File: src/rtl/accum_stack.sv
// accum_stack: WIDTH-bit accumulator with an on-register operation set and a
// DEPTH-entry save/restore LIFO for nested call and interrupt context.
// Every operation commits on the rising edge where it is sampled; flags that
// are derived from registers (zero, neg, full, empty) are combinational.
module accum_stack #(
  parameter int WIDTH = 8,
  parameter int DEPTH = 4,
  parameter int CW    = $clog2(DEPTH+1)
) (
  input  logic             clk,
  input  logic             rst,
  input  logic             en,
  input  logic [2:0]       op,
  input  logic [WIDTH-1:0] din,
  input  logic             push,
  input  logic             pop,
  input  logic             clr_err,
  output logic [WIDTH-1:0] acc_out,
  output logic             carry,
  output logic             zero,
  output logic             neg,
  output logic [CW-1:0]    count,
  output logic             full,
  output logic             empty,
  output logic             err
);

  typedef enum logic [2:0] {
    OP_HOLD = 3'b000,
    OP_LOAD = 3'b001,
    OP_CLR  = 3'b010,
    OP_INC  = 3'b011,
    OP_DEC  = 3'b100,
    OP_SHL  = 3'b101,
    OP_SHR  = 3'b110,
    OP_ADD  = 3'b111
  } op_e;

  // Result of the accumulator operation, before the LIFO gets a say.
  typedef struct packed {
    logic [WIDTH-1:0] acc;
    logic             carry;
  } op_res_t;

  logic [WIDTH-1:0]            acc_q, acc_d;
  logic                        carry_q, carry_d;
  logic [CW-1:0]               count_q, count_d;
  logic                        err_q, err_d;
  logic [DEPTH-1:0][WIDTH-1:0] lifo_q, lifo_d;

  op_res_t          op_res;
  logic [WIDTH:0]   sum;
  logic [WIDTH-1:0] top_val;
  logic [CW-1:0]    top_idx;
  logic             is_full, is_empty;
  logic             new_err;

  assign is_full  = (count_q == CW'(DEPTH));
  assign is_empty = (count_q == '0);
  assign top_idx  = count_q - CW'(1);

  // Accumulator operation unit: computes the op's acc/carry from current state.
  always_comb begin
    op_res.acc   = acc_q;
    op_res.carry = carry_q;
    sum          = '0;
    if (en) begin
      case (op_e'(op))
        OP_HOLD: ;
        OP_LOAD: op_res.acc = din;
        OP_CLR: begin
          op_res.acc   = '0;
          op_res.carry = 1'b0;
        end
        OP_INC: begin
          sum          = {1'b0, acc_q} + {{WIDTH{1'b0}}, 1'b1};
          op_res.acc   = sum[WIDTH-1:0];
          op_res.carry = sum[WIDTH];
        end
        OP_DEC: begin
          op_res.acc   = acc_q - {{(WIDTH-1){1'b0}}, 1'b1};
          op_res.carry = (acc_q == '0);
        end
        OP_SHL: begin
          op_res.acc   = {acc_q[WIDTH-2:0], 1'b0};
          op_res.carry = acc_q[WIDTH-1];
        end
        OP_SHR: begin
          op_res.acc   = {1'b0, acc_q[WIDTH-1:1]};
          op_res.carry = acc_q[0];
        end
        OP_ADD: begin
          sum          = {1'b0, acc_q} + {1'b0, din};
          op_res.acc   = sum[WIDTH-1:0];
          op_res.carry = sum[WIDTH];
        end
        default: ;
      endcase
    end
  end

  // Read mux for the LIFO top; a compare loop keeps the index width independent
  // of whether DEPTH is a power of two.
  always_comb begin
    top_val = '0;
    for (int i = 0; i < DEPTH; i++) begin
      if (CW'(i) == top_idx) top_val = lifo_q[i];
    end
  end

  // Next-state: op result by default, then push/pop/swap override and error tracking.
  always_comb begin
    acc_d   = op_res.acc;
    carry_d = op_res.carry;
    count_d = count_q;
    lifo_d  = lifo_q;
    new_err = 1'b0;
    case ({push, pop})
      2'b10: begin
        // Saved value is the pre-op accumulator; the op still lands in acc.
        if (!is_full) begin
          for (int i = 0; i < DEPTH; i++) begin
            if (CW'(i) == count_q) lifo_d[i] = acc_q;
          end
          count_d = count_q + CW'(1);
        end else begin
          new_err = 1'b1;
        end
      end
      2'b01: begin
        // Restore wins over the op for acc, and the op's carry is dropped.
        if (!is_empty) begin
          acc_d   = top_val;
          carry_d = carry_q;
          count_d = top_idx;
        end else begin
          new_err = 1'b1;
        end
      end
      2'b11: begin
        // Swap acc with the top entry; the op is ignored entirely.
        if (!is_empty) begin
          acc_d   = top_val;
          carry_d = carry_q;
          for (int i = 0; i < DEPTH; i++) begin
            if (CW'(i) == top_idx) lifo_d[i] = acc_q;
          end
        end else begin
          new_err = 1'b1;
        end
      end
      default: ;
    endcase
    // A fresh error beats a clear request in the same cycle.
    if (new_err)      err_d = 1'b1;
    else if (clr_err) err_d = 1'b0;
    else              err_d = err_q;
  end

  // Architectural state registers with synchronous reset.
  always_ff @(posedge clk) begin
    if (rst) begin
      acc_q   <= '0;
      carry_q <= 1'b0;
      count_q <= '0;
      err_q   <= 1'b0;
    end else begin
      acc_q   <= acc_d;
      carry_q <= carry_d;
      count_q <= count_d;
      err_q   <= err_d;
    end
  end

  // LIFO storage; contents are meaningless once count is reset, so no reset here.
  always_ff @(posedge clk) begin
    lifo_q <= lifo_d;
  end

  assign acc_out = acc_q;
  assign carry   = carry_q;
  assign zero    = (acc_q == '0);
  assign neg     = acc_q[WIDTH-1];
  assign count   = count_q;
  assign full    = is_full;
  assign empty   = is_empty;
  assign err     = err_q;

endmodule
File: config.mk
export PLATFORM = sky130hd
export DESIGN_NAME = accum_stack
export DESIGN_NICKNAME = d
export VERILOG_FILES = /design/src/rtl/accum_stack.sv
export SDC_FILE = /design/constraint.sdc
export NUM_CORES = 1
export LEC_CHECK = 0
export ABC_AREA = 0
export CORE_MARGIN = 1.5
export CORE_UTILIZATION = 57
export CTS_BUF_LIST = sky130_fd_sc_hd__clkbuf_16
export DETAILED_ROUTE_END_ITERATION = 12
export PLACE_DENSITY_LB_ADDON = 0.15
export SLEW_MARGIN = 10
export SYNTH_ARGS = -nofsm -noshare
export SYNTH_HDL_FRONTEND = slang
export SYNTH_SLANG_ARGS = --single-unit
File: constraint.sdc
create_clock -name clk -period 3 [get_ports clk]
set_input_delay 0.75 -clock clk [delete_from_list [all_inputs] [get_ports clk]]
set_output_delay 0.75 -clock clk [all_outputs]
set_load 0.005 [all_outputs]
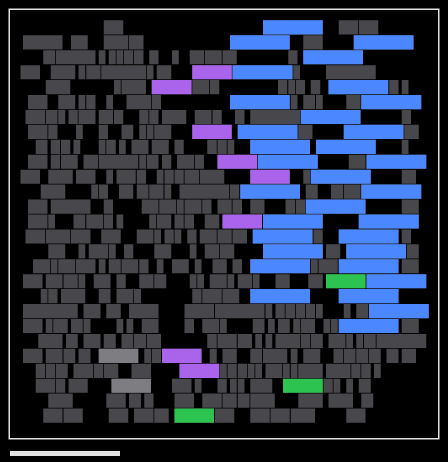
**Above:** sequential cells grouped by signal name.
The bar under the picture is 20 um long. Other sequential cells in the stronger grey, the rest of the logic in the fainter grey.
[blue] `lifo_q` | flops: 32
[purple] `acc_out` | flops: 8
[green] `count` | flops: 3
not coloured: 2
end-of-flow core utilization: 69.8%
flop share of the area: 32.0%
Reg area: 1220 um2
power dissipated in sequential cells: 899 uW

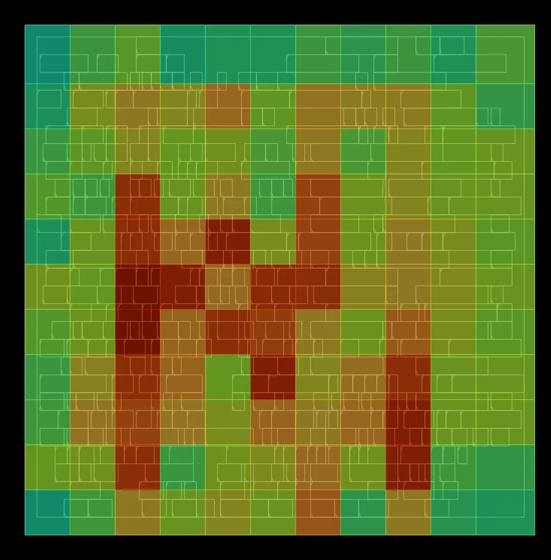
**Above:** routing congestion map.
met3 usage in global routing: 3.65%
met2 routing resource usage after global routing: 43.3%

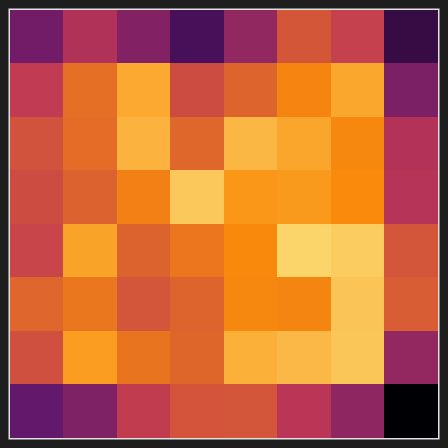
**Above:** cell area per tile.
The die is cut into 8 by 8 equal tiles; black is low, pale yellow is high, 0 to 100% covered.
tiles over 75% full: 25%
fullest tile: 91%
mean over tiles: 61%
nearly empty tiles: 1.6%
core footprint: 5470 um2
Initial Util: 58.6%

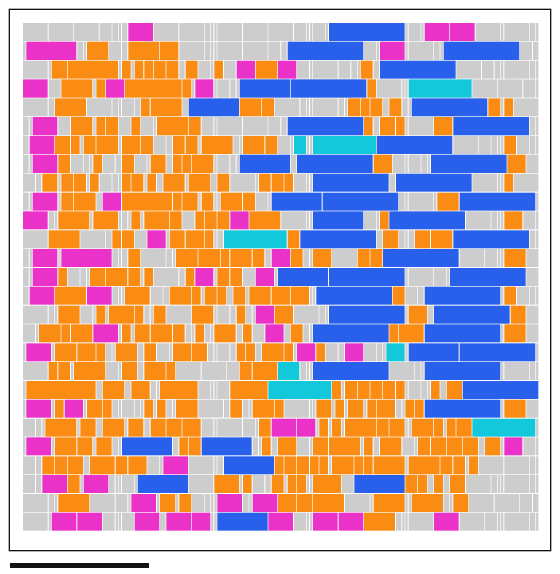
**Above:** placed cells, one colour a class.
The bar under the picture is 20 um long. Fill, decap, tap and diode cells in grey.
[cyan] clock drivers and dummy loads | cells: 8
[blue] sequential cells | cells: 45
[magenta] remaining buffers and delay cells | cells: 53
[orange] remaining logic cells | cells: 283
standard-cell row count: 27
final standard cell area without fillers: 3820 um2

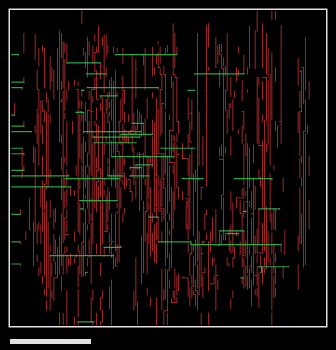
**Above:** routed metal, one colour a layer.
The bar under the picture is 20 um long. Two of the layers only.
[green] M3 | wire length: 327 um
[red] M2 | wire length: 3600 um
global-route usage over all layers: 26.4%
count of vias placed by the detailed router: 2759
final routed wirelength across all metal layers: 7560 um

==> results.ini <==
[run_status]
status = finished, final reports clean

[power_and_ir_drop]
power_switching_uw = 1060
p_clk_uw = 549
powerDensity_nw_per_um2 = 720
dominant_power_group = combinational cells
power.combinational.fraction_pct = 47.3
power_drawn_by_the_combinational_cells_uw = 1300
seq_power_share_pct = 32.7

[worst_setup_path]
worst-endpoint-arrival_ns = 2.08
critical_path_maximum_fanout = 10
startpoint = count[1]
critical_path.slowest_cell = sky130_fd_sc_hd__clkdlybuf4s50_1
crit_family = buffers and inverters
critical_path_capture_point_type = primary output
r2r_cells = 7
worst_ep_required_ns = 2.25
worstPathBufferInverterCount = 3
critPathMostFrequentCell = sky130_fd_sc_hd__inv_1
crit_chain = inv_1 > ha_1 > nand2_1 > inv_1 > clkdlybuf4s50_1
critical_path.startpoint_type = flop
criticalPathCategory = reg2out
crit_path_max_incr_delay_ns = 0.49
worst-path-stages = 5
r2r-start = count[1]

[clocking]
clkLatencyLatePin_ns = 0.29
clk_pin_slew_ns = 0.06
cts_resized = 0
cts_sinks = 45
cts_htree_levels = 2
post_cts_hold_buffer_count = 0
max-clock-path-buffers = 2
clock_tree.root_cell = sky130_fd_sc_hd__clkbuf_16
cts-buffers-inserted = 5

[floorplan]
die-area_um2 = 6080
tap_cells = 72
chip_height_um = 78.0

[yosys]
synth_warnings = 0
yosys-top-cells-count = 32 x sky130_fd_sc_hd__edfxtp_1, 30 x sky130_fd_sc_hd__nand2_1, 29 x sky130_fd_sc_hd__nor2_1
yosys.area_share.adder_pct = 8.04
synth_area_per_cell_um2 = 9.03
synth_nets = 392
yosys-dominant-comb-family = AND-OR/OR-AND gates
yosys-top-cells-area = sky130_fd_sc_hd__edfxtp_1 30%, sky130_fd_sc_hd__dfxtp_1 8.1%, sky130_fd_sc_hd__ha_1 7.4%, sky130_fd_sc_hd__a21oi_1 4.1%, sky130_fd_sc_hd__o21ai_0 3.7%
synth_area_leader_cell = sky130_fd_sc_hd__edfxtp_1
seq_area_frac_synth_pct = 38.1
ys_seq_elements = 45
yosys.area.top_type_share_pct = 30.0
mappedNetlistArea_um2 = 3200
postSynthCellCount = 355
yosys.area_share.simple_pct = 18.4
mux_share_pct = 1.99
post_synth_tally_of_flip_flops_with_integrated_enable = 32
synth-async-reset-ratio_pct = 0
synth.yosys.num_cells = 355
synthAoiAreaFrac_pct = 23.2
ys_chip_area_um2 = 3200
ff_type = sky130_fd_sc_hd__edfxtp_1

[routing]
highest_layer = met4
wirelength_met1_um = 3450
met3_wirelength_um = 327
drc = 0
detailedRoute.firstPassIterationCount = 5
met2RoutedLength_um = 3600
route.detailed.wl_per_inst_um = 16.4
viasPerCell = 5.98
antenna_violating_nets_post_route = 0

[cells_and_area]
relative_area_change_from_synthesis_to_final_layout_pct = 19.2
fillerInstances = 448
layout_top_cells = 33 x sky130_fd_sc_hd__clkdlybuf4s50_1, 32 x sky130_fd_sc_hd__edfxtp_1, 30 x sky130_fd_sc_hd__nand2_1, 29 x sky130_fd_sc_hd__nor2_1, 26 x sky130_fd_sc_hd__a21oi_1
nonClkBufAreaFrac_pct = 13.2
combAreaFraction_pct = 46.5
clkbuf_count = 5
clock_buffers_and_inverters_area_share_pct = 3.83
nNetsFinal = 425
final_common_cell = sky130_fd_sc_hd__clkdlybuf4s50_1
registers = 45
nonClockBufferCount = 53
logic_area_um2 = 1780
comb.multi_input.count = 262
top_register_by_number_of_flip_flops = lifo_q
final_layout_size_suffix_gt1_share_pct = 10.5
antenna_cells = 0
largest_register_ff_count = 32

[sta]
final-max-slew-violation-count = 0
tns_ns = 0
postLayoutSetupSlackWorst_ns = 0.172
hold_viol = 0
min_period_over_period_pct = 94.3
worst_pin_slew_ns = 0.612
timing.hold.ws_ns = 0.478
maxSlewHeadroom_pct = 59.1
fin_skew_ns = 0.00381

[global_route]
grt-ovfl-total = 0
gr-usage-met1_pct = 35.2
pin_count_of_the_biggest_net_entering_global_routing = 32
initial_antenna_violation_count = 0
global_route.peak_usage_layer = met2

[run]
timing.max_cap.violations = 0

[placement]
dp.cells = 453
postPlaceCellArea_um2 = 3670
gp_congestion = 0.916
buffer_ports.inserted = 33

[hold_path]
hold-path-cell-count = 2
min-delay-start = err
holdPathEnd = err
hold_path.class = reg2reg

Power is estimated from default activity; no workload was simulated.
